## config.mk

```make
export PLATFORM = sky130hd
export DESIGN_NAME = jk_cmd_sequencer
export DESIGN_NICKNAME = d
export VERILOG_FILES = /design/src/rtl/jk_cmd_sequencer.sv
export SDC_FILE = /design/constraint.sdc
export NUM_CORES = 1
export LEC_CHECK = 0
export CAP_MARGIN = 20
export CORE_ASPECT_RATIO = 0.75
export CORE_MARGIN = 4
export CORE_UTILIZATION = 44
export CTS_CLUSTER_DIAMETER = 60
export DETAILED_ROUTE_END_ITERATION = 8
export PLACE_DENSITY = 0.78
export REMOVE_ABC_BUFFERS = 1
export SETUP_SLACK_MARGIN = 0.4
export SYNTH_ARGS = -nofsm -noshare
export SYNTH_HDL_FRONTEND = slang
export SYNTH_SLANG_ARGS = --single-unit
```

## constraint.sdc

```tcl
create_clock -name clk -period 2.2 [get_ports clk]
set_clock_uncertainty 0.05 [all_clocks]
set_input_delay 0.44 -clock clk [delete_from_list [all_inputs] [get_ports clk]]
set_output_delay 0.44 -clock clk [all_outputs]
set_load 0.1 [all_outputs]
```

## src/rtl/jk_cmd_sequencer.sv

```systemverilog
// jk_cmd_sequencer
// Upstream command stage for a master-slave JK flip-flop. Commands {op, cnt}
// are buffered in a circular FIFO and replayed onto the flip-flop's j/k inputs,
// each op held for cnt+1 clocks. A cycle-accurate model of the flip-flop's
// master state (q_pred) is kept alongside.
//
// Ports:
//   clk        rising-edge clock shared with the flip-flop master
//   rst        asynchronous reset, active-high
//   in_valid   command present;   in_ready  FIFO not full
//   in_op      00 hold, 01 reset, 10 set, 11 toggle ({j,k})
//   in_cnt     repeat field, op driven for in_cnt+1 cycles
//   j, k       registered drive to the flip-flop
//   q_pred     predicted master state after the last applied edge
//   busy       FIFO non-empty or a command running
//   cmd_done   high in the final drive cycle of each command
//   fifo_level number of stored entries
//
// Optional feature (macro JK_CHECK_EN): adds qs_in (slave output fed back)
// and a sticky mismatch flag comparing qs_in with q_pred as it stood before
// each rising edge. The first edge after reset is not compared.
module jk_cmd_sequencer #(
    parameter int DEPTH = 4,
    parameter int CNT_W = 4
) (
    input  logic                     clk,
    input  logic                     rst,
    input  logic                     in_valid,
    output logic                     in_ready,
    input  logic [1:0]               in_op,
    input  logic [CNT_W-1:0]         in_cnt,
    output logic                     j,
    output logic                     k,
    output logic                     q_pred,
    output logic                     busy,
    output logic                     cmd_done,
    output logic [$clog2(DEPTH):0]   fifo_level
`ifdef JK_CHECK_EN
    ,
    input  logic                     qs_in,
    output logic                     mismatch
`endif
);

    localparam int AW = $clog2(DEPTH);
    localparam int EW = 2 + CNT_W;
    localparam logic [AW:0] FULL_LVL = (AW+1)'(DEPTH);

    typedef enum logic {
        IDLE = 1'b0,
        RUN  = 1'b1
    } state_t;

    logic [EW-1:0]    mem_q [DEPTH];
    logic [AW:0]      wr_ptr_q, rd_ptr_q;
    logic [AW:0]      level_s;
    logic             full_s, empty_s, push_s, pop_s;
    logic [EW-1:0]    head_s;

    state_t           state_q, state_d;
    logic [CNT_W-1:0] rem_q, rem_d;
    logic             j_q, j_d, k_q, k_d;
    logic             q_pred_q, q_pred_d;
    logic             cmd_done_q, cmd_done_d;

    // Pointers carry one extra bit so full and empty are distinguishable.
    assign level_s = wr_ptr_q - rd_ptr_q;
    assign full_s  = (level_s == FULL_LVL);
    assign empty_s = (level_s == '0);
    // Push depends only on the full flag; a same-cycle pop never frees a slot.
    assign push_s  = in_valid && !full_s;
    assign head_s  = mem_q[rd_ptr_q[AW-1:0]];

    // FIFO storage write; contents need no reset since pointers gate reads.
    always_ff @(posedge clk) begin
        if (push_s) begin
            mem_q[wr_ptr_q[AW-1:0]] <= {in_op, in_cnt};
        end
    end

    // FIFO read/write pointers.
    always_ff @(posedge clk or posedge rst) begin
        if (rst) begin
            wr_ptr_q <= '0;
            rd_ptr_q <= '0;
        end else begin
            if (push_s) begin
                wr_ptr_q <= wr_ptr_q + (AW+1)'(1);
            end
            if (pop_s) begin
                rd_ptr_q <= rd_ptr_q + (AW+1)'(1);
            end
        end
    end

    // Next-state, drive and prediction logic.
    always_comb begin
        state_d  = state_q;
        rem_d    = rem_q;
        j_d      = j_q;
        k_d      = k_q;
        pop_s    = 1'b0;
        q_pred_d = q_pred_q;
        case (state_q)
            IDLE: begin
                j_d = 1'b0;
                k_d = 1'b0;
                if (!empty_s) begin
                    pop_s   = 1'b1;
                    j_d     = head_s[EW-1];
                    k_d     = head_s[EW-2];
                    rem_d   = head_s[CNT_W-1:0];
                    state_d = RUN;
                end else begin
                    state_d = IDLE;
                end
            end
            RUN: begin
                if (rem_q != '0) begin
                    rem_d = rem_q - CNT_W'(1);
                end else if (!empty_s) begin
                    // Chain straight into the next command without a bubble.
                    pop_s = 1'b1;
                    j_d   = head_s[EW-1];
                    k_d   = head_s[EW-2];
                    rem_d = head_s[CNT_W-1:0];
                end else begin
                    state_d = IDLE;
                    j_d     = 1'b0;
                    k_d     = 1'b0;
                end
            end
            default: begin
                state_d = IDLE;
                j_d     = 1'b0;
                k_d     = 1'b0;
                rem_d   = '0;
            end
        endcase

        // The flip-flop master samples the j/k currently being driven.
        case ({j_q, k_q})
            2'b01:   q_pred_d = 1'b0;
            2'b10:   q_pred_d = 1'b1;
            2'b11:   q_pred_d = ~q_pred_q;
            default: q_pred_d = q_pred_q;
        endcase

        cmd_done_d = (state_d == RUN) && (rem_d == '0);
    end

    // FSM and output registers.
    always_ff @(posedge clk or posedge rst) begin
        if (rst) begin
            state_q    <= IDLE;
            rem_q      <= '0;
            j_q        <= 1'b0;
            k_q        <= 1'b0;
            q_pred_q   <= 1'b0;
            cmd_done_q <= 1'b0;
        end else begin
            state_q    <= state_d;
            rem_q      <= rem_d;
            j_q        <= j_d;
            k_q        <= k_d;
            q_pred_q   <= q_pred_d;
            cmd_done_q <= cmd_done_d;
        end
    end

    assign in_ready   = !full_s;
    assign j          = j_q;
    assign k          = k_q;
    assign q_pred     = q_pred_q;
    assign cmd_done   = cmd_done_q;
    assign fifo_level = level_s;
    assign busy       = (state_q == RUN) || !empty_s;

`ifdef JK_CHECK_EN
    logic first_q;
    logic mismatch_q;

    // Sticky slave-vs-prediction compare; first edge out of reset is skipped
    // because the slave has not yet seen a falling edge.
    always_ff @(posedge clk or posedge rst) begin
        if (rst) begin
            first_q    <= 1'b1;
            mismatch_q <= 1'b0;
        end else begin
            first_q <= 1'b0;
            if (!first_q && (qs_in != q_pred_q)) begin
                mismatch_q <= 1'b1;
            end else begin
                mismatch_q <= mismatch_q;
            end
        end
    end

    assign mismatch = mismatch_q;
`endif

endmodule

```

==> run_1/clock_map.png <==
The bar under the picture is 20 um long.
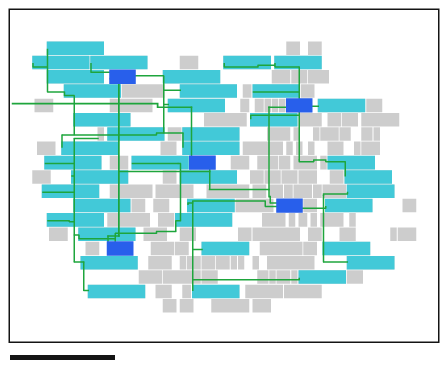
cells driving clock nets -> blue  # count 5
clock wires -> green  # length 484 um
flip-flops -> cyan  # count 39
flops lie = spread over the die
routed clock nets = 6
worst skew pair latency: 290 ps

==> run_1/final_clocks.png <==
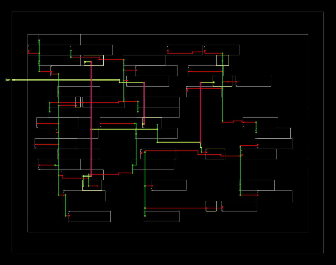
clock buffer count: 5
flop count: 39
Num CTS Buffers: 5
clk sinks: 39

==> impl_metrics.ini, run 1 <==
; flow metrics
[worst_setup_path]
crit_buf_inv = 1
cp-end-kind = primary output
worstRegToRegCells = 7
setup.worst_path.end = busy
critPathSlowestCell = dfrtp_1
arrival_ps = 1880
crit_type = flop to primary output
r2r_slack_ps = -80
cp.required_ps = 1710
start_kind = flop
cpLargestDelayFamily = adder cells
cp_cell_sequence = ha_4 > fa_2 > xor3_2 > nor2_4 > nand2_2 > buf_12
r2r_start = rd_ptr_q[0]$_DFFE_PP0P_
max_stage_delay_ps = 420
r2r-end = mem_q[0][4]$_DFFE_PP_

[synth]
logic_family = simple AND/OR/NAND/NOR gates
synth_top_area_share_pct = 40.6
ys.flops = 39
ys_sh_xor_pct = 3.88
yosys_warnings = 0
synth.distinct_cells = 37
simple_gate_share_pct = 8.25
synthCells = 118
netlist_area_mm2 = 0.00178
synthArstFlopShare_pct = 38.5
most_common_cell = edfxtp_1
ys_area_mm2 = 0.00178
ys_cells = 118
area_leaders = edfxtp_1 (41%), dfrtp_1 (21%), mux4_2 (7.6%)
largest_area_cell = edfxtp_1
synthAdderAreaFrac_pct = 6.77
top_cells_by_count = edfxtp_1 (24), dfrtp_1 (15), inv_1 (13), ha_1 (8), nand2_1 (8)
ys_seq_share_pct = 61.7
ys_sh_aoi_pct = 7.33

[cells_and_area]
finish.instance_area_mm2 = 0.00233
comb_cells = 63
buffer_area_share_pct = 16.2
inv_count = 13
fin_nets = 176
sh_seq_area_pct = 47.0
comb_area_share_pct = 28.1
final_util_pct = 61.7
largest_cell_class = sequential cells
most-common-layout-cells = edfxtp_1 (24), buf_4 (21), dfrtp_1 (15), inv_1 (10), clkdlybuf4s50_1 (8)
combGateArea_um2 = 656
num_antenna_cells = 0
drive_above_1_share_pct = 37.1
instances_no_fill = 211
area_growth_pct = 31.4
final_common_cell = edfxtp_1
clock_area_share_pct = 3.81
final-seq-area_mm2 = 0.00110
largest_register_ffs = 24
n_fill_cell = 288

[floorplan]
tapCellCount = 52
fp_util_pct = 47.0
io_pins = 18
rows = 19
core_mm2 = 0.00378
die-area_mm2 = 0.00513

[clock_tree]
clkTransAtPathRegs_ps = 80
cts_tree = built
h-tree-depth = 2
post_cts_buffers = 2
cts_buffer_depth = 2
cts.repair.resized = 12

[global_route]
top_usage_layer = met2
use_met3_pct = 4.32
grt_pass1_wl_um = 5290
grt_pass1_vias = 1099
grt_util_met1_pct = 19.1
grt_max_degree = 16
antenna_found_initial = 0
grt_overflow = 0
grt_util_met2_pct = 20.5
grt_util_all_layers_pct = 14.3

[timing]
finalSetupViolCount = 29
fmax_mhz = 422
slew_headroom_pct = 62.1
worstMarginPinSlew_ps = 568
drv_slew = 0
min_period_over_period_pct = 108
hold_viol = 0
rsz0062_at_grt = yes
min_period_ps = 2370
finalWorstSetupSlack_ps = -172
tns_ps = -1890

[placement]
portBuffers = 17
dp_cells = 200
dpl_cell_area_mm2 = 0.00218
gp_congestion = 0.871
hpwlAfterDp_um = 2460
dp_slack_ps = -80.2

[route]
wl_um = 3250
first_pass_iters = 4
dr_wl_met2_um = 1580
wl_met3_um = 168
num_vias = 1091
drtAntennaViolNets = 0
viasPerCell = 5.17
wl_met1_um = 1390
drcViolationCount = 0
top_layer = met4

[run_status]
violations = negative setup slack
run_status = finished with violations

[worst_hold_path]
holdPathEnd = q_pred$_DFFE_PP0P_
min_from = k$_DFFE_PP0P_
hold_path_depth = 1

[run]
drv_cap = 0
==> run_1/pins.png <==
Pins as bars across the die edge, other pins in gray.
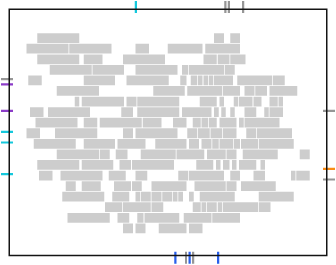
cmd_done -> orange  # pins 1, direction output, edge right
in_op -> purple  # pins 2, direction input, edge left
in_cnt -> cyan  # pins 4, direction input, edge 3 left, 1 top
fifo_level -> blue  # pins 3, direction output, edge bottom
all pins by edge = 6 left, 5 bottom, 4 top, 3 right
Die Wd: 81.4 um
DIE HEIGHT: 63.0 um

==> run_1/registers.png <==
Other sequential cells in the stronger gray, the rest of the logic in the fainter gray.
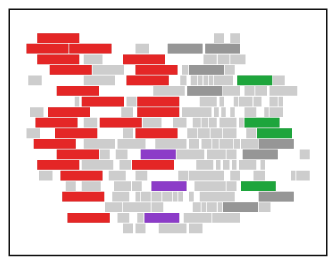

==> run 2: changes to the inputs <==
--- a/config.mk
+++ b/config.mk
@@ -12,7 +12,6 @@
 export CTS_CLUSTER_DIAMETER = 60
 export DETAILED_ROUTE_END_ITERATION = 8
 export PLACE_DENSITY = 0.78
-export REMOVE_ABC_BUFFERS = 1
 export SETUP_SLACK_MARGIN = 0.4
 export SYNTH_ARGS = -nofsm -noshare
 export SYNTH_HDL_FRONTEND = slang
==> run_2/registers.png <==
Other sequential cells in the stronger gray, the rest of the logic in the fainter gray.
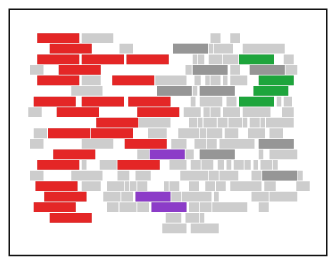
mem_q -> red  # placed flops 24
wr_ptr_q -> purple  # placed flops 3
rem_q -> green  # placed flops 4
Sequential cell area: 0.00110 mm2

==> impl_metrics.ini, run 2 <==
; flow metrics
[synth]
ys_cells = 118
area_leaders = edfxtp_1 (41%), dfrtp_1 (21%), mux4_2 (7.6%)
synth.distinct_cells = 37
netlist_area_mm2 = 0.00178
synthCells = 118
logic_family = simple AND/OR/NAND/NOR gates
top_cells_by_count = edfxtp_1 (24), dfrtp_1 (15), inv_1 (13), ha_1 (8), nand2_1 (8)
synthAdderAreaFrac_pct = 6.77
simple_gate_share_pct = 8.25
ys_area_mm2 = 0.00178
ys.flops = 39
most_common_cell = edfxtp_1
largest_area_cell = edfxtp_1
synthArstFlopShare_pct = 38.5
synth_top_area_share_pct = 40.6

[placement]
portBuffers = 17
dp_slack_ps = -8.44
hpwlAfterDp_um = 2540
gp_congestion = 0.883
dpl_cell_area_mm2 = 0.00218

[global_route]
use_met3_pct = 4.61
antenna_found_initial = 0
grt_pass1_wl_um = 5810
grt_util_all_layers_pct = 15.8
top_usage_layer = met2
grt_util_met1_pct = 19.9
grt_max_degree = 16
grt_overflow = 0

[worst_setup_path]
max_stage_delay_ps = 420
cpLargestDelayFamily = adder cells
arrival_ps = 1930
cp.required_ps = 1710
cp_cell_sequence = ha_4 > fa_2 > xor3_2 > nor2_4 > nand2_8 > buf_12
cp-end-kind = primary output
r2r-end = rem_q[0]$_DFF_PP0_
crit_type = flop to primary output
r2r_slack_ps = -140

[route]
dr_wl_met2_um = 1660
first_pass_iters = 4
drtAntennaViolNets = 0
drcViolationCount = 0
wl_met1_um = 1570
wl_met3_um = 142
viasPerCell = 5.16

[run_status]
run_status = finished with violations
violations = negative setup slack

[run]
drv_cap = 0

[timing]
tns_ps = -2380
fmax_mhz = 413
finalSetupViolCount = 30
worstMarginPinSlew_ps = 567
rsz0062_at_grt = yes
drv_slew = 0
min_period_over_period_pct = 110
finalWorstSetupSlack_ps = -222
slew_headroom_pct = 62.2
hold_viol = 0

[clock_tree]
clkTransAtPathRegs_ps = 80
post_cts_buffers = 5
cts_buffer_depth = 2
cts_tree = built
h-tree-depth = 2
cts_sinks = 39
clkLatencyLatePin_ps = 300
cts.repair.resized = 4
numCtsBuffers = 5

[cells_and_area]
fin_nets = 174
num_antenna_cells = 0
nFlopsAndLatches = 39
inv_count = 13
drive_above_1_share_pct = 38.2
largest_register_ffs = 24
n_fill_cell = 282
largest_cell_class = sequential cells
finish.instance_area_mm2 = 0.00237
buffer_area_share_pct = 14.7
nClkBuffers = 5
final_util_pct = 62.8
most-common-layout-cells = edfxtp_1 (24), buf_4 (18), dfrtp_1 (15), inv_1 (10), clkdlybuf4s50_1 (8)
sh_seq_area_pct = 46.2

[floorplan]
fp_util_pct = 47.0
die-area_mm2 = 0.00513
die_h_um = 63.0
rows = 19
fp.dieW_um = 81.4
core_mm2 = 0.00378
tapCellCount = 52

[worst_hold_path]
hold_path_depth = 1
holdPathEnd = q_pred$_DFFE_PP0P_
==> run 3: changes to the inputs <==
--- a/config.mk
+++ b/config.mk
@@ -11,6 +11,7 @@
 export CORE_UTILIZATION = 44
 export CTS_CLUSTER_DIAMETER = 60
 export DETAILED_ROUTE_END_ITERATION = 8
+export GPL_TIMING_DRIVEN = 1
 export PLACE_DENSITY = 0.78
 export SETUP_SLACK_MARGIN = 0.4
 export SYNTH_ARGS = -nofsm -noshare
==> run_3/final_clocks.png <==
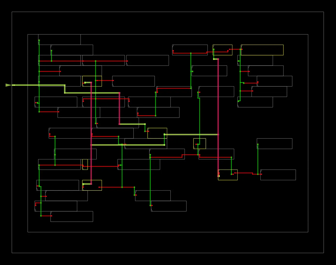
worst skew pair latency: 300 ps

==> impl_metrics.ini, run 3 <==
; flow metrics
[timing]
rsz0062_at_grt = yes
finalSetupViolCount = 30
finalWorstSetupSlack_ps = -222
hold_viol = 0
slew_headroom_pct = 62.2
worstMarginPinSlew_ps = 567
drv_slew = 0

[worst_setup_path]
cp-end-kind = primary output
r2r-end = rem_q[0]$_DFF_PP0_
crit_type = flop to primary output
start_kind = flop
critPathSlowestCell = dfrtp_1
cpLargestDelayFamily = adder cells
max_stage_delay_ps = 420
setup.worst_path.end = busy
worstRegToRegCells = 8

[run_status]
violations = negative setup slack
run_status = finished with violations

[synth]
synthArstFlopShare_pct = 38.5
synthCells = 118
ys_cells = 118
area_leaders = edfxtp_1 (41%), dfrtp_1 (21%), mux4_2 (7.6%)
ys_area_mm2 = 0.00178
most_common_cell = edfxtp_1
ys_seq_share_pct = 61.7
yosys_warnings = 0
logic_family = simple AND/OR/NAND/NOR gates
ys_sh_aoi_pct = 7.33
synthAdderAreaFrac_pct = 6.77
largest_area_cell = edfxtp_1

[cells_and_area]
fin_nets = 174
largest_cell_class = sequential cells
n_fill_cell = 282
drive_above_1_share_pct = 38.2
most-common-layout-cells = edfxtp_1 (24), buf_4 (18), dfrtp_1 (15), inv_1 (10), clkdlybuf4s50_1 (8)
sh_seq_area_pct = 46.2
buffer_area_share_pct = 14.7
inv_count = 13
instances_no_fill = 209
finish.instance_area_mm2 = 0.00237
combGateArea_um2 = 696
comb_cells = 63
final_util_pct = 62.8
final-seq-area_mm2 = 0.00110
nFlopsAndLatches = 39

[floorplan]
tapCellCount = 52
core_mm2 = 0.00378
fp.dieW_um = 81.4
io_pins = 18
die-area_mm2 = 0.00513
fp_util_pct = 47.0
die_h_um = 63.0

[clock_tree]
cts_buffer_depth = 2
cts.repair.resized = 4
numCtsBuffers = 5
cts_tree = built
clkTransAtPathRegs_ps = 80
cts_sinks = 39
h-tree-depth = 2

[run]
drv_cap = 0

[global_route]
use_met3_pct = 4.61
grt_util_all_layers_pct = 15.8
grt_util_met2_pct = 24.8
grt_max_degree = 16

[route]
drtAntennaViolNets = 0
num_vias = 1078
viasPerCell = 5.16
top_layer = met4

[placement]
gp_congestion = 0.883
dpl_cell_area_mm2 = 0.00218
dp_slack_ps = -8.44
portBuffers = 17
hpwlAfterDp_um = 2540

[worst_hold_path]
min_from = k$_DFFE_PP0P_
